### config.mk
export PLATFORM = sky130hd
export DESIGN_NAME = checkpoint_restore_unit
export DESIGN_NICKNAME = d
export VERILOG_FILES = /design/src/rtl/checkpoint_restore_unit.sv
export SDC_FILE = /design/constraint.sdc
export NUM_CORES = 2
export LEC_CHECK = 0
export ABC_AREA = 1
export CORE_MARGIN = 4
export CORE_UTILIZATION = 45
export CTS_CLUSTER_DIAMETER = 80
export DETAILED_ROUTE_END_ITERATION = 16
export HOLD_SLACK_MARGIN = 0.03
export MAX_ROUTING_LAYER = met4
export PLACE_DENSITY = 0.59
export SETUP_SLACK_MARGIN = 0.5
export SYNTH_ARGS = -nofsm -noshare
export SYNTH_HDL_FRONTEND = slang
export SYNTH_SLANG_ARGS = --single-unit
### constraint.sdc
create_clock -name clk -period 6.1 [get_ports clk]
set_clock_uncertainty 0.15 [all_clocks]
set_input_delay 1.22 -clock clk [delete_from_list [all_inputs] [get_ports clk]]
set_output_delay 1.22 -clock clk [all_outputs]
set_load 0.05 [all_outputs]
### src/rtl/checkpoint_restore_unit.sv
// Shadow checkpoint of CPU architectural state (regfile + next PC), restored on request.
// Optional build macro RECOVERY_PARITY_EN adds even parity per shadow entry and a sticky restore_error.
module checkpoint_restore_unit #(
  parameter int              XLEN     = 32,
  parameter int              NREGS    = 32,
  parameter logic [XLEN-1:0] RESET_PC = '0,
  localparam int             AW       = $clog2(NREGS)
) (
  input  logic            clk,
  input  logic            reset,
  input  logic            freeze_cpu,
  input  logic            recover_cpu,
  input  logic            resume_cpu,
  input  logic            commit_valid,
  input  logic [XLEN-1:0] commit_pc,
  input  logic            commit_rd_we,
  input  logic [AW-1:0]   commit_rd,
  input  logic [XLEN-1:0] commit_rd_data,
  output logic            rf_wr_en,
  output logic [AW-1:0]   rf_wr_addr,
  output logic [XLEN-1:0] rf_wr_data,
  input  logic            rf_wr_ready,
  output logic            pc_load,
  output logic [XLEN-1:0] pc_load_val,
  output logic            recovery_done,
  output logic            restore_busy,
  output logic            restore_error
);

  typedef enum logic [1:0] {
    IDLE       = 2'd0,
    RESTORE_RF = 2'd1,
    RESTORE_PC = 2'd2,
    DONE       = 2'd3
  } state_e;

  state_e          state_q;
  logic [AW-1:0]   idx_q;
  logic            rf_wr_en_q;
  logic [AW-1:0]   rf_wr_addr_q;
  logic [XLEN-1:0] rf_wr_data_q;
  logic            pc_load_q;
  logic [XLEN-1:0] pc_load_val_q;
  logic            recovery_done_q;
  logic            restore_error_q;

  logic [XLEN-1:0] shadow_q [NREGS];
  logic [XLEN-1:0] shadow_d [NREGS];
  logic [XLEN-1:0] ckpt_pc_q;
  logic [XLEN-1:0] ckpt_pc_d;

`ifdef RECOVERY_PARITY_EN
  logic            shadow_par_q [NREGS];
  logic            shadow_par_d [NREGS];
  logic            ckpt_pc_par_q;
  logic            ckpt_pc_par_d;
`endif

  logic            capture;
  logic [AW-1:0]   next_idx;
  logic            next_ok;
  logic            pc_ok;
  logic            advance;
  logic            last_idx;

  assign capture = commit_valid && !freeze_cpu && !recover_cpu;

  // Restore never overlaps capture (recover_cpu blocks it), so the image stays frozen while replayed.
  always_comb begin
    shadow_d  = shadow_q;
    ckpt_pc_d = ckpt_pc_q;
`ifdef RECOVERY_PARITY_EN
    shadow_par_d  = shadow_par_q;
    ckpt_pc_par_d = ckpt_pc_par_q;
`endif
    if (capture) begin
      ckpt_pc_d = commit_pc + XLEN'(4);
`ifdef RECOVERY_PARITY_EN
      ckpt_pc_par_d = ^ckpt_pc_d;
`endif
      if (commit_rd_we && (commit_rd != '0)) begin
        shadow_d[commit_rd] = commit_rd_data;
`ifdef RECOVERY_PARITY_EN
        shadow_par_d[commit_rd] = ^commit_rd_data;
`endif
      end
    end
  end

  always_ff @(posedge clk) begin
    if (reset) begin
      for (int i = 0; i < NREGS; i++) begin
        shadow_q[i] <= '0;
`ifdef RECOVERY_PARITY_EN
        shadow_par_q[i] <= 1'b0;
`endif
      end
      ckpt_pc_q <= RESET_PC;
`ifdef RECOVERY_PARITY_EN
      ckpt_pc_par_q <= ^RESET_PC;
`endif
    end else begin
      shadow_q  <= shadow_d;
      ckpt_pc_q <= ckpt_pc_d;
`ifdef RECOVERY_PARITY_EN
      shadow_par_q  <= shadow_par_d;
      ckpt_pc_par_q <= ckpt_pc_par_d;
`endif
    end
  end

  always_comb begin
    next_idx = (state_q == IDLE) ? AW'(1) : idx_q + AW'(1);
`ifdef RECOVERY_PARITY_EN
    next_ok  = ~^{shadow_q[next_idx], shadow_par_q[next_idx]};
    pc_ok    = ~^{ckpt_pc_q, ckpt_pc_par_q};
`else
    next_ok  = 1'b1;
    pc_ok    = 1'b1;
`endif
    // A skipped (bad parity) entry has no write pending, so it moves on after one cycle.
    advance  = rf_wr_ready || !rf_wr_en_q;
    last_idx = (idx_q == AW'(NREGS - 1));
  end

  always_ff @(posedge clk) begin
    if (reset) begin
      state_q         <= IDLE;
      idx_q           <= '0;
      rf_wr_en_q      <= 1'b0;
      rf_wr_addr_q    <= '0;
      rf_wr_data_q    <= '0;
      pc_load_q       <= 1'b0;
      pc_load_val_q   <= '0;
      recovery_done_q <= 1'b0;
      restore_error_q <= 1'b0;
    end else begin
      case (state_q)
        IDLE: begin
          if (recover_cpu) begin
            state_q      <= RESTORE_RF;
            idx_q        <= next_idx;
            rf_wr_addr_q <= next_idx;
            rf_wr_data_q <= shadow_q[next_idx];
            rf_wr_en_q   <= next_ok;
            if (!next_ok) restore_error_q <= 1'b1;
          end
        end
        RESTORE_RF: begin
          if (!recover_cpu) begin
            state_q      <= IDLE;
            rf_wr_en_q   <= 1'b0;
            rf_wr_addr_q <= '0;
            rf_wr_data_q <= '0;
          end else if (advance) begin
            if (last_idx) begin
              state_q       <= RESTORE_PC;
              rf_wr_en_q    <= 1'b0;
              rf_wr_addr_q  <= '0;
              rf_wr_data_q  <= '0;
              pc_load_q     <= 1'b1;
              pc_load_val_q <= ckpt_pc_q;
              if (!pc_ok) restore_error_q <= 1'b1;
            end else begin
              idx_q        <= next_idx;
              rf_wr_addr_q <= next_idx;
              rf_wr_data_q <= shadow_q[next_idx];
              rf_wr_en_q   <= next_ok;
              if (!next_ok) restore_error_q <= 1'b1;
            end
          end
        end
        RESTORE_PC: begin
          pc_load_q     <= 1'b0;
          pc_load_val_q <= '0;
          if (!recover_cpu) begin
            state_q <= IDLE;
          end else begin
            state_q         <= DONE;
            recovery_done_q <= 1'b1;
          end
        end
        DONE: begin
          if (!recover_cpu || resume_cpu) begin
            state_q         <= IDLE;
            recovery_done_q <= 1'b0;
          end
        end
        default: begin
          state_q <= IDLE;
        end
      endcase
    end
  end

  assign rf_wr_en      = rf_wr_en_q;
  assign rf_wr_addr    = rf_wr_addr_q;
  assign rf_wr_data    = rf_wr_data_q;
  assign pc_load       = pc_load_q;
  assign pc_load_val   = pc_load_val_q;
  assign recovery_done = recovery_done_q;
  assign restore_busy  = (state_q == RESTORE_RF) || (state_q == RESTORE_PC);
  assign restore_error = restore_error_q;

endmodule

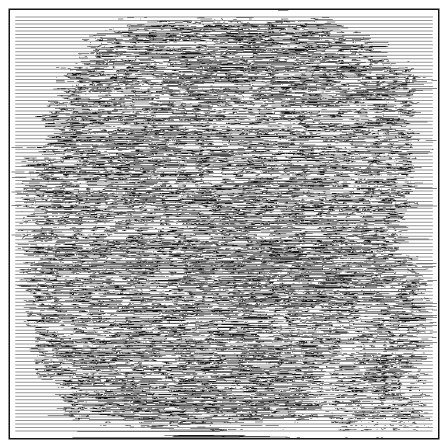
*Met1 routing*
Supply wires on this layer in gray.
share of all routed wire	45%
longest straight run	130 um
wire length on this layer	73.9 mm
nets with wire on the layer	6037
main direction	horizontal
GR Layer Usage met1: 39.6%
WL final: 163 mm
Vias: 44500

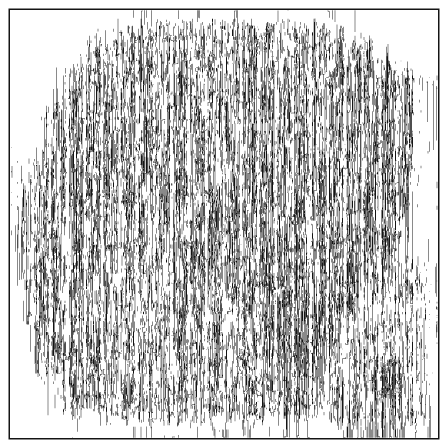
*Metal 2*
nets with wire on the layer	4588
wire length on this layer	74.7 mm
longest straight run	98.9 um
main direction	vertical
met2 usage: 45.9%

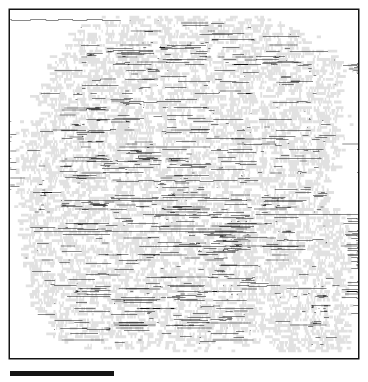
*The metal 3 layer*
Bar = 100 um. Cells faint in the background.
nets with wire on the layer	354
share of all routed wire	6.8%
met3 usage: 3.94%

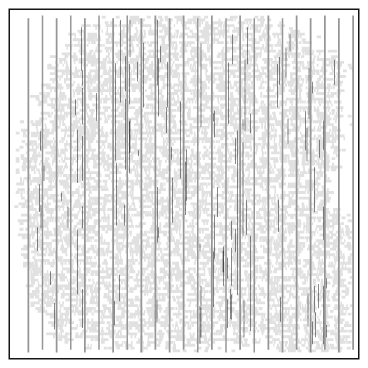
*Met4 routing*
Supply wires on this layer in gray. Cells faint in the background.
longest straight run	158 um
wire length on this layer	3540 um

-- logic make-up (layout without fill, tap and decap cells) --
logic type,after synthesis,in the layout,share of synthesized area (%)
adder cells (fa/ha/maj),8,8,0.209
buffers and inverters,1153,971,9.30
AND/OR/NAND/NOR,1782,1782,16.3
flip-flops,1135,1135,47.3
XOR/XNOR,14,14,0.255
other,1,3,0.00781
AND-OR/OR-AND,2451,2451,26.6
-- power groups by stage --
stage / Clock (mW) / Combinational [mW] / Sequential (mW)
after global routing: 8.06 / 4.47 / 7.58
final: 7.66 / 4.12 / 7.58
after detailed placement: 0 / 4.09 / 7.74
after global placement: 0 / 4.07 / 7.74
after floorplan: 0 / 2.58 / 7.91
after CTS: 7.78 / 4.10 / 7.58
-- flip-flops by register name (all words and copies together), names as in the netlist --
register / flops
idx_q: 5
rf_wr_data: 32
state_q: 2
shadow_q: 1024
pc_load_val: 32
rf_wr_en: 1
rf_wr_addr: 5
recovery_done: 1
ckpt_pc_q: 32
pc_load: 1
-- metal layers --
metal | vias to the layer above | part of all wire [%]
li1 | 21600 | -
met5 | - | 0
met3 | 249 | 6.8
met1 | 21100 | 45
met4 | 0 | 2.2
met2 | 1569 | 46
-- cells in the mapped netlist, types with 19 or more instances --
| library cell | instances |
|---|---|
| o21ai_1 | 35 |
| nor2_1 | 115 |
| inv_1 | 493 |
| nor3_1 | 19 |
| o211ai_1 | 164 |
| o21ai_0 | 1065 |
| buf_1 | 39 |
| a211oi_1 | 33 |
| nand3_1 | 747 |
| a21oi_1 | 1150 |
| clkbuf_1 | 493 |
| buf_2 | 104 |
| nand2_1 | 868 |
| dfxtp_1 | 1135 |
-- tightest hold or removal path, delay by kind of cell (launching register included) --
family / cells / cell delay, ps
and+or+nand+nor: 1 / 30
buffers and inverters: 1 / 50
DFF: 1 / 300
==> impl_metrics.toml <==
# synthesis and place-and-route metrics
[cts]
post-cts-setup-buffers = 0
hold_buffers = 0
cts_htree_levels = 4
numCtsBuffers = 130
clk_latency_ps = 740

[layout]
nonClkBufAreaFrac_pct = 4.30
dominant_cells = "registers"
nNonClkBuffers = 227
seq_cells = 1135
inverters = 515
drive_above_1_share_pct = 5.12
final_area_mm2 = 0.0539
nets = 6350
logic_area_mm2 = 0.0210
syn2layout_area_growth_pct = 12.2

[pwr]
p_sw_share_pct = 32.3
p_leak_nw = 19.9
comb_power_share_pct = 21.3
power_mw = 19.4
clkPwrFrac_pct = 39.6
p_seq_share_pct = 39.1

[yosys]
yosysChipArea_mm2 = 0.0480
avgSynthCellArea_um2 = 7.33
async_reset_ff_share_pct = 0
top_area_share_pct = 47.3
synth_cell_type_count = 35
edf_count = 0
ys_seq_share_pct = 47.3
synthTopCellsByArea = "dfxtp_1, a21oi_1, o21ai_0"
yosysTopAreaCell = "dfxtp_1"
synth_flops = 1135

[timing]
tns_ps = 0
finalSetupViolations = 0
setup_slack_ps = 1590
maxSlewViolCount = 0
min_period_ps = 4510

[worst_setup_path]
cp_cell_sequence = "buf_4, nand3_1, nand2_1, nand2_1, nor2_4, buf_4, nand3_1, nand3_1, nand3_1, nand2_1, inv_1"
ff2ff_path_depth = 11
slowest_delay_ps = 880
r2r-start = "idx_q[0]$_SDFFE_PP0P_"
required_ps = 6580
cp.arrival_ps = 4990
cp_num_cells = 11
crit_family = "simple AND/OR/NAND/NOR gates"
critPathCaptureType = "register"
worstSetupEndpoint = "rf_wr_data[16]$_SDFFE_PP0P_"
cp_common_cell = "nand3_1"
r2r_end = "rf_wr_data[16]$_SDFFE_PP0P_"
criticalPathCategory = "register to register"

[global_route]
antenna_found_initial = 3
grt_remaining_overflow = 0
grt.busiest_layer = "met2"
grt_pass1_wl_mm = 250
grt_usage_pct = 29.1
grt_max_degree = 161

[placement]
dp_hpwl_mm = 86.5
place_inst = 7524
pre_cts_ws_ps = 1610
placed_cell_area_mm2 = 0.0497

[hold_path]
hold_depth = 2
hold_path.class = "register to register"

[die]
io_pins = 151
fp-row-count = 119
fp.dieW_um = 335
die.size.y_um = 335

[drt]
first_pass_iters = 5
drc = 0
wl_per_cell_um = 21.1

[outcome]
outcome = "completed"
Power and IR drop assume default switching activity.
